layers.png
(4 px per um)
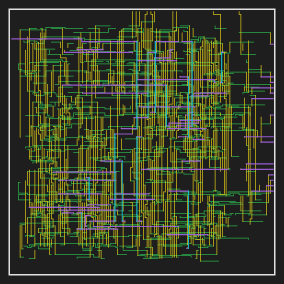
m3.png
(8 px per um)
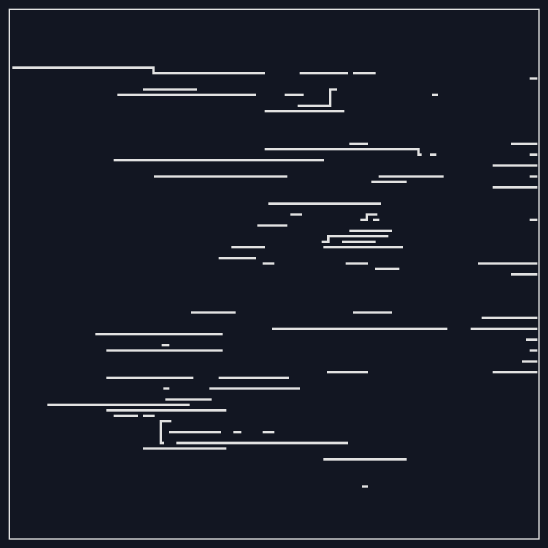
clock_wires.png
(8 px per um)
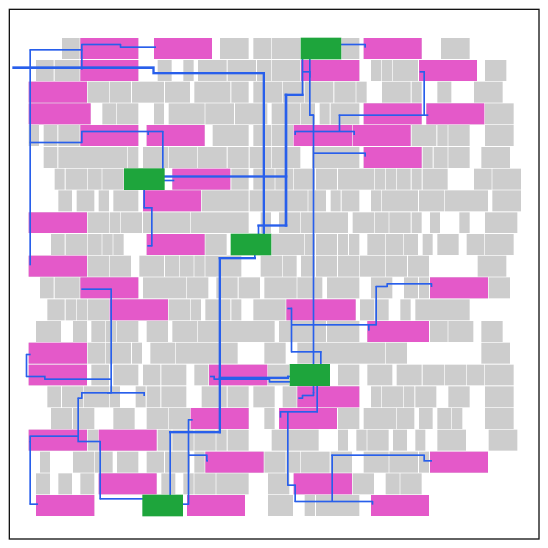
<file path="config.mk">
export PLATFORM = sky130hd
export DESIGN_NAME = melody_sequencer
export DESIGN_NICKNAME = d
export VERILOG_FILES = /design/src/rtl/melody_sequencer.sv
export SDC_FILE = /design/constraint.sdc
export NUM_CORES = 1
export LEC_CHECK = 0
export CORE_MARGIN = 2
export CORE_UTILIZATION = 55
export CTS_CLUSTER_SIZE = 24
export DETAILED_ROUTE_END_ITERATION = 16
export HOLD_SLACK_MARGIN = 0.15
export PLACE_DENSITY = 0.78
export SETUP_SLACK_MARGIN = 0.2
export SLEW_MARGIN = 10
export SYNTH_ARGS = -nofsm -noshare
export SYNTH_HDL_FRONTEND = slang
export SYNTH_SLANG_ARGS = --single-unit
</file>
<file path="constraint.sdc">
create_clock -name clk -period 2.2 [get_ports clk]
set_input_delay 0.44 -clock clk [delete_from_list [all_inputs] [get_ports clk]]
set_output_delay 0.44 -clock clk [all_outputs]
set_load 0.02 [all_outputs]
</file>
<file path="src/rtl/melody_sequencer.sv">
`default_nettype none
// +--------------------------------------------------------------------------+
// | melody_sequencer: steps a song ROM and drives timed note IDs to the synth |
// | Revision: 1.0                                                            |
// +--------------------------------------------------------------------------+
module melody_sequencer #(
   parameter int TICK_DIV  = 312500,
   parameter int SONG_LEN  = 32,
   parameter int ADDR_W    = 5,
   parameter int GAP_TICKS = 0
) (
   input  logic              clk,
   input  logic              reset,
   input  logic              play,
   input  logic              stop,
   input  logic              pause,
   input  logic              loop,
   output logic [ADDR_W-1:0] rom_addr,
   input  logic [7:0]        rom_data,
   output logic [3:0]        note,
   output logic              busy,
   output logic              beat,
   output logic              song_done
);

   localparam int PS_W = (TICK_DIV > 2) ? $clog2(TICK_DIV) : 1;
   localparam int GC_W = (GAP_TICKS > 1) ? $clog2(GAP_TICKS) : 1;

   localparam logic [PS_W-1:0]   c_PS_MAX    = PS_W'(TICK_DIV - 1);
   localparam logic [ADDR_W-1:0] c_ADDR_LAST = ADDR_W'(SONG_LEN - 1);
   localparam logic [GC_W-1:0]   c_GAP_INIT  = GC_W'((GAP_TICKS > 0) ? GAP_TICKS - 1 : 0);
   localparam logic [7:0]        c_END_MARK  = 8'hFF;

   localparam logic [2:0] c_IDLE  = 3'd0;
   localparam logic [2:0] c_FETCH = 3'd1;
   localparam logic [2:0] c_LOAD  = 3'd2;
   localparam logic [2:0] c_PLAY  = 3'd3;
   localparam logic [2:0] c_GAP   = 3'd4;

   logic [2:0]        r_state;
   logic [PS_W-1:0]   r_ps;
   logic [3:0]        r_dur;
   logic [GC_W-1:0]   r_gap;
   logic [ADDR_W-1:0] r_addr;
   logic [3:0]        r_note;
   logic [3:0]        r_note_out;
   logic              r_done;

   logic [2:0]        w_state_n;
   logic [PS_W-1:0]   w_ps_n;
   logic [3:0]        w_dur_n;
   logic [GC_W-1:0]   w_gap_n;
   logic [ADDR_W-1:0] w_addr_n;
   logic [3:0]        w_note_n;
   logic              w_done_n;
   logic              w_adv;
   logic              w_run;
   logic              w_tick;
   logic              w_mute;

   assign w_run  = ((r_state == c_PLAY) || (r_state == c_GAP)) && !pause;
   assign w_tick = w_run && (r_ps == c_PS_MAX);

   always_comb begin
      w_state_n = r_state;
      w_ps_n    = r_ps;
      w_dur_n   = r_dur;
      w_gap_n   = r_gap;
      w_addr_n  = r_addr;
      w_note_n  = r_note;
      w_done_n  = 1'b0;
      w_adv     = 1'b0;

      case (r_state)
         c_IDLE: begin
            w_addr_n = '0;
            w_note_n = 4'd0;
            if (play) begin
               w_state_n = c_FETCH;
            end
         end
         c_FETCH: begin
            w_state_n = c_LOAD;
         end
         c_LOAD: begin
            if (rom_data == c_END_MARK) begin
               // A marker at entry 0 would loop forever without ever sounding
               if (loop && (r_addr != '0)) begin
                  w_addr_n  = '0;
                  w_state_n = c_FETCH;
               end else begin
                  w_addr_n  = '0;
                  w_note_n  = 4'd0;
                  w_done_n  = 1'b1;
                  w_state_n = c_IDLE;
               end
            end else begin
               w_note_n  = (rom_data[7:4] >= 4'd13) ? 4'd0 : rom_data[7:4];
               w_dur_n   = rom_data[3:0];
               w_ps_n    = '0;
               w_state_n = c_PLAY;
            end
         end
         c_PLAY: begin
            if (w_run) begin
               if (w_tick) begin
                  w_ps_n = '0;
                  if (r_dur != 4'd0) begin
                     w_dur_n = r_dur - 4'd1;
                  end else if (GAP_TICKS > 0) begin
                     w_note_n  = 4'd0;
                     w_gap_n   = c_GAP_INIT;
                     w_state_n = c_GAP;
                  end else begin
                     w_adv = 1'b1;
                  end
               end else begin
                  w_ps_n = r_ps + PS_W'(1);
               end
            end
         end
         c_GAP: begin
            if (w_run) begin
               if (w_tick) begin
                  w_ps_n = '0;
                  if (r_gap != '0) begin
                     w_gap_n = r_gap - GC_W'(1);
                  end else begin
                     w_adv = 1'b1;
                  end
               end else begin
                  w_ps_n = r_ps + PS_W'(1);
               end
            end
         end
         default: begin
            w_state_n = c_IDLE;
         end
      endcase

      // Loop is sampled here, at the moment the song runs off its last entry
      if (w_adv) begin
         if (r_addr == c_ADDR_LAST) begin
            w_addr_n = '0;
            if (loop) begin
               w_state_n = c_FETCH;
            end else begin
               w_note_n  = 4'd0;
               w_done_n  = 1'b1;
               w_state_n = c_IDLE;
            end
         end else begin
            w_addr_n  = r_addr + ADDR_W'(1);
            w_state_n = c_FETCH;
         end
      end

      if (stop) begin
         w_state_n = c_IDLE;
         w_addr_n  = '0;
         w_note_n  = 4'd0;
         w_done_n  = 1'b0;
         w_ps_n    = '0;
         w_dur_n   = 4'd0;
         w_gap_n   = '0;
      end
   end

   // The stored note survives a pause; only the driven copy is muted
   assign w_mute = pause && ((w_state_n == c_PLAY) || (w_state_n == c_GAP));

   always_ff @(posedge clk) begin
      if (reset) begin
         r_state    <= c_IDLE;
         r_ps       <= '0;
         r_dur      <= 4'd0;
         r_gap      <= '0;
         r_addr     <= '0;
         r_note     <= 4'd0;
         r_note_out <= 4'd0;
         r_done     <= 1'b0;
      end else begin
         r_state    <= w_state_n;
         r_ps       <= w_ps_n;
         r_dur      <= w_dur_n;
         r_gap      <= w_gap_n;
         r_addr     <= w_addr_n;
         r_note     <= w_note_n;
         r_note_out <= w_mute ? 4'd0 : w_note_n;
         r_done     <= w_done_n;
      end
   end

   assign rom_addr  = r_addr;
   assign note      = r_note_out;
   assign busy      = (r_state != c_IDLE);
   assign beat      = w_tick && !stop && !reset;
   assign song_done = r_done;

endmodule
`default_nettype wire

</file>
==> results.cfg <==
; physical design summary
[cts]
post_cts_resize_count = 22
root_cell_of_the_clock_tree = clkbuf_8
htree_num_levels = 2

[layout]
nonClockBufferCount = 84
signed_area_change_from_the_synthesized_netlist_to_the_final_layout_pct = 45.5
nFlopsAndLatches = 40
final_util_pct = 83.5
insertedDiodeCount = 0
clkCellAreaFrac_pct = 3.49
finish.net_count = 345
final-nonclk-buf-share_pct = 23.0
clkbuf_count = 6

[floorplanning]
chip_area_um2 = 4360
die-width_um = 66.0
starting_utilization_of_the_core_area_pct = 57.4
floorplan.io_pins = 26

[logic_synthesis]
mux_share_pct = 1.95
synth-compound-area-share_pct = 23.5
ys_async_sr_fraction_pct = 0

[critical_path]
critPathKind = input pin to primary output
timing.critical_path.depth = 6
crit_path_start_kind = input pin

[placement]
placed_cell_area_um2 = 2770
dpl_worst_slack_ns = -0.405

[grt]
globalRouteMet3Util_pct = 5.96
grt-ovfl-total = 0

[timing]
final_period_minus_worst_setup_slack_ns = 2.14
worst_slew_margin_rel_pct = 71.6
setup_viol = 0
achievable-frequency_mhz = 466

[pwr]
clock_net_power_uw = 607
switching_share_pct = 22.8

[status]
status = completed

[detailed_routing]
met1Wirelength_um = 2350
top_layer_used = met4
## Picture notes: layers.png
legend:
  M4:
    color: cyan
    wire_length: 191 um
  M2:
    color: yellow
    wire_length: 3,380 um
  M3:
    color: purple
    wire_length: 465 um
  M1:
    color: green
    wire_length: 2,350 um

## Picture notes: m3.png
nets with wire on the layer: 52
longest straight run: 26.0 um
main direction: horizontal
wire length on this layer: 465 um
share of all routed wire: 7.3%

## Picture notes: clock_wires.png
legend:
  flip-flops:
    color: magenta
    count: 40
  clock wires:
    color: blue
    length: 536 um
  clock-net drivers:
    color: green
    count: 5
routed clock nets: 6

